### src/rtl/decoder8_pkg.sv
// Shared constants, state encoding and the one-hot helper for decoder8_strobe.
package decoder8_pkg;

    localparam logic [1:0] ST_IDLE = 2'd0;
    localparam logic [1:0] ST_HOLD = 2'd1;
    localparam logic [1:0] ST_GAP  = 2'd2;

    localparam int CNT_W = 8;

    typedef enum logic [1:0] {
        S_IDLE = ST_IDLE,
        S_HOLD = ST_HOLD,
        S_GAP  = ST_GAP
    } state_e;

    function automatic logic [7:0] onehot8(input logic [2:0] code);
        return 8'b1 << code;
    endfunction

endpackage

### src/rtl/dec3to8_comb.sv
// Pure combinational 3->8 one-hot decoder; forms the next strobe value.
module dec3to8_comb
    import decoder8_pkg::*;
(
    input  logic [2:0] code_i,
    output logic [7:0] onehot_o
);

    assign onehot_o = onehot8(code_i);

endmodule

### src/rtl/decoder8_strobe.sv
// Sequential 3-to-8 decoder: accepts a binary code over valid/ready and
// drives the matching one-hot strobe for HOLD_CYCLES, then an all-zero gap
// of GAP_CYCLES before the next code is accepted.
// Optional build macro DECODER8_STROBE_SCAN_EN adds a scan_en input that
// self-launches strobes from a wrapping 3-bit pointer while idle.
//
// state | meaning
// ------+----------------------------------------------------------
// IDLE  | waiting for a code, code_ready high, data all zero
// HOLD  | one-hot strobe on data, counting down the hold time
// GAP   | data all zero, counting down the idle gap
module decoder8_strobe
    import decoder8_pkg::*;
#(
    parameter int HOLD_CYCLES = 4,
    parameter int GAP_CYCLES  = 1
) (
    input  logic       clk,
    input  logic       rst_n,
`ifdef DECODER8_STROBE_SCAN_EN
    input  logic       scan_en,
`endif
    input  logic       code_valid,
    input  logic [2:0] code,
    output logic       code_ready,
    output logic [7:0] data,
    output logic       data_valid,
    output logic       busy
);

    localparam logic [CNT_W-1:0] HOLD_LOAD = CNT_W'(HOLD_CYCLES - 1);
    // Truncated to 8 bits; only used when GAP_CYCLES is non-zero.
    localparam logic [CNT_W-1:0] GAP_LOAD  = CNT_W'(GAP_CYCLES - 1);

    state_e           state_q, state_d;
    logic [CNT_W-1:0] cnt_q, cnt_d;
    logic [7:0]       data_q, data_d;
    logic             dv_q, dv_d;

    logic             idle;
    logic             ext_accept;
    logic             launch;
    logic [2:0]       sel_code;
    logic [7:0]       next_onehot;

    assign idle       = (state_q == S_IDLE);
    assign ext_accept = code_valid && idle;

`ifdef DECODER8_STROBE_SCAN_EN
    logic [2:0] scan_ptr_q, scan_ptr_d;
    logic       scan_launch;

    // An external code always wins; the pointer only moves on a scan launch.
    assign scan_launch = idle && scan_en && !code_valid;
    assign launch      = ext_accept || scan_launch;
    assign sel_code    = ext_accept ? code : scan_ptr_q;
    assign scan_ptr_d  = scan_launch ? scan_ptr_q + 3'd1 : scan_ptr_q;

    // Scan pointer register, wraps 7 -> 0 naturally.
    always_ff @(posedge clk) begin
        if (!rst_n) begin
            scan_ptr_q <= 3'd0;
        end else begin
            scan_ptr_q <= scan_ptr_d;
        end
    end
`else
    assign launch   = ext_accept;
    assign sel_code = code;
`endif

    dec3to8_comb u_dec (
        .code_i   (sel_code),
        .onehot_o (next_onehot)
    );

    // Next-state, counter and strobe computation.
    always_comb begin
        state_d = state_q;
        cnt_d   = cnt_q;
        data_d  = data_q;
        dv_d    = dv_q;
        case (state_q)
            S_IDLE: begin
                if (launch) begin
                    data_d  = next_onehot;
                    dv_d    = 1'b1;
                    cnt_d   = HOLD_LOAD;
                    state_d = S_HOLD;
                end
            end
            S_HOLD: begin
                if (cnt_q != '0) begin
                    cnt_d = cnt_q - 1'b1;
                end else begin
                    data_d = 8'h00;
                    dv_d   = 1'b0;
                    if (GAP_CYCLES == 0) begin
                        state_d = S_IDLE;
                    end else begin
                        cnt_d   = GAP_LOAD;
                        state_d = S_GAP;
                    end
                end
            end
            S_GAP: begin
                if (cnt_q != '0) begin
                    cnt_d = cnt_q - 1'b1;
                end else begin
                    state_d = S_IDLE;
                end
            end
            default: begin
                state_d = S_IDLE;
                cnt_d   = '0;
                data_d  = 8'h00;
                dv_d    = 1'b0;
            end
        endcase
    end

    // State, counter and output registers; reset aborts any strobe at once.
    always_ff @(posedge clk) begin
        if (!rst_n) begin
            state_q <= S_IDLE;
            cnt_q   <= '0;
            data_q  <= 8'h00;
            dv_q    <= 1'b0;
        end else begin
            state_q <= state_d;
            cnt_q   <= cnt_d;
            data_q  <= data_d;
            dv_q    <= dv_d;
        end
    end

    assign code_ready = idle;
    assign busy       = !idle;
    assign data       = data_q;
    assign data_valid = dv_q;

endmodule

### config.mk
export PLATFORM = sky130hd
export DESIGN_NAME = decoder8_strobe
export DESIGN_NICKNAME = d
export VERILOG_FILES = /design/src/rtl/decoder8_pkg.sv /design/src/rtl/dec3to8_comb.sv /design/src/rtl/decoder8_strobe.sv
export SDC_FILE = /design/constraint.sdc
export NUM_CORES = 1
export LEC_CHECK = 0
export ABC_CLOCK_PERIOD_IN_PS = 1700
export CORE_MARGIN = 2
export CORE_UTILIZATION = 50
export DETAILED_ROUTE_END_ITERATION = 16
export DONT_BUFFER_PORTS = 1
export HOLD_SLACK_MARGIN = 0.05
export PLACE_DENSITY_LB_ADDON = 0.05
export SLEW_MARGIN = 30
export SYNTH_ARGS = -nofsm -noshare
export SYNTH_HDL_FRONTEND = slang
export SYNTH_SLANG_ARGS = --single-unit
### constraint.sdc
create_clock -name clk -period 1.7 [get_ports clk]
set_input_delay 0.17 -clock clk [delete_from_list [all_inputs] [get_ports clk]]
set_output_delay 0.17 -clock clk [all_outputs]
set_load 0.01 [all_outputs]
==> run notes <==
run metrics: seq_cells 19, post-synthesis area per instance 9.11 um^2, CTS H-tree lvls 1, wl on met1 981 um, hold endpoint cnt_q[7], final tally of setup violations 0, clk_lat worst skew 0.29 ns, layout filler cell count 151, Warnings, synthesis 0, Compound Share, Synth 0.273, Finished Layout Cells 139, largest net degree at the start of global routing 11, CTS tree yes, CP endpoint kind register, count leader, synth dfxtp_1, outcome completed, peak supply drop 0.000878 V, ys async rst share 0, Crit-path slowest cell or4b_1, vias in the first global route 729, Setup Skew 0.00182 ns, Hold Path Origin rst_n, Final GP Congestion 0.813, Inst Count DP 130, root buffer cell clkbuf_4, Tot Pwr 1990 uW, worst r2r dst cnt_q[7], pre-CTS setup slack -0.0479 ns, met2 wire len 967 um, Num CTS Buffers 3, Sink Count 19, Net Count, Synth 108, Placement Cell Area 996 um^2, initial antenna violation count 0, Fin Hold WS 0.0621 ns, Die W 46.7 um, Post-synth regs 19, Final Slew Violations 0, first-pass GRT wire length 3200 um, share of cells above drive strength 1 0.219, dominant kind of cell by area logic gates, cell chain of the critical path nor3_1, or3_1, or4b_1, a21oi_2, DRC 0, DR vias/cell 6.00, Top delay family on crit path simple AND/OR/NAND/NOR gates, Worst EP arrival 1.91 ns, uppermost layer routed met4, Synth logic family AND-OR/OR-AND gates, post-synthesis xor/xnor area fraction 0.00962, Fin. Hold Viols 0, clock buf count 4, FF/Latch Area 383 um^2, FF-to-FF Start state_q[1], Worst Hold Depth 2, Clock-cell share 0.0237, Hold WC Path Type primary input to register, Adder Share, Synth 0.0275, final net count 123
-- power by group --
part / leakage [uW] / internal, uW / switching [uW]
sequential: 0.000156 / 550 / 129
combinational: 0.000252 / 540 / 541
clock: 0.0000150 / 91.3 / 138
-- cell usage in the layout (no fill, tap or decap), types with 3 or more instances in the layout --
cell type       n
a21oi_1         6
buf_4          10
clkbuf_4        3
dfxtp_1        17
dlygate4sd3_1   4
inv_1           5
nand2_1         3
nor2_1          8
nor3_1          3
o21ai_0         3
o2bb2ai_1       4
o31ai_1         4
or3_1           3
or4_1           3
-- flip-flops by register name, indices dropped and copies added, names as in the netlist --
signal,flops
cnt_q,8
data,8
state_q,2
data_valid,1
-- cell families after synthesis --
kind of cell / after synthesis
xor+xnor: 1
simple gates: 35
compound gates: 34
buf+inv: 9
fa+ha+maj: 2
flops: 19
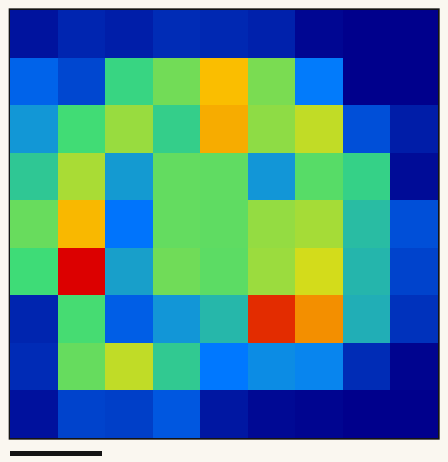
Figure 1: wire density map.
Bar = 10 um. 9 x 9 tiles, from dark blue (low) to red (high), scaled to the fullest tile. Values are wire area over tile area, all layers added.
The fullest tile reaches 0.43. The mean over all tiles is 0.15. 36% of the tiles are over half the peak. The emptiest ninth of the die: upper right. 12% of the tiles are nearly empty.
Routed WL per cell: 14.9 um
final wirelength: 2070 um
vias: 834
GRT Overall Usage: 0.208

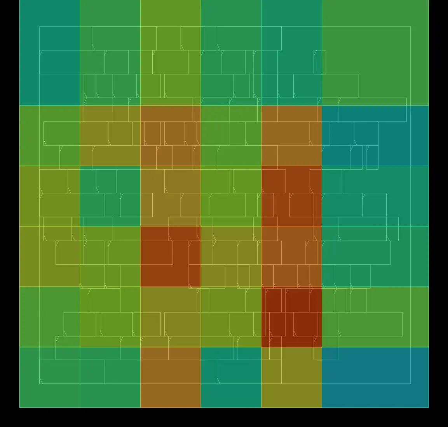
Figure 2: congestion heat map.
met3 usage: 0.0627
routing usage on met2: 0.344
final core occ: 0.643
Top Usage Layer GRT: met2
met1 Use GR: 0.258

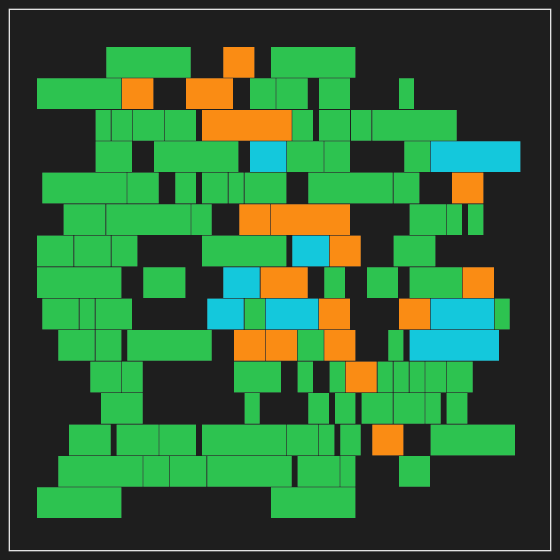
Figure 3: sizing map.
x1 and smaller: shown in green, cells 89. x3 and x4: shown in orange, cells 17. x2: shown in cyan, cells 8.
fin area: 1110 um^2
Signal buffers: 14

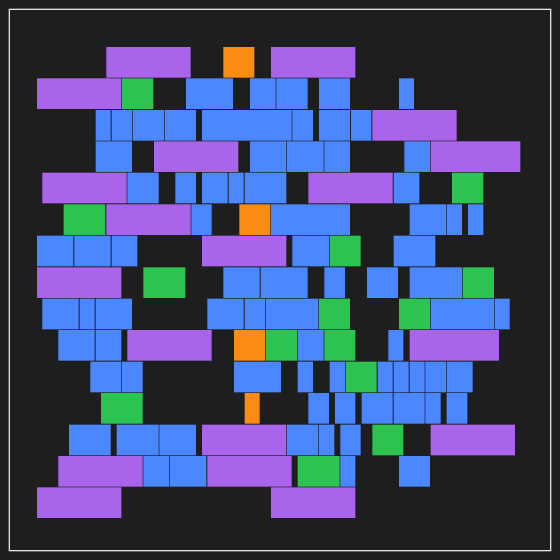
Figure 4: cells coloured by class.
remaining buffers and delay cells: shown in green, cells 14, share of their area 11%. remaining logic cells: shown in blue, cells 77, share of their area 51%. registers: shown in purple, cells 19, share of their area 35%. clock drivers and dummy loads: shown in orange, cells 4, share of their area 2.4%.
core footprint: 1730 um^2
fraction of area in registers: 0.345
FP Rows: 15

No activity file was given, so power comes from the tool's default toggle rates.
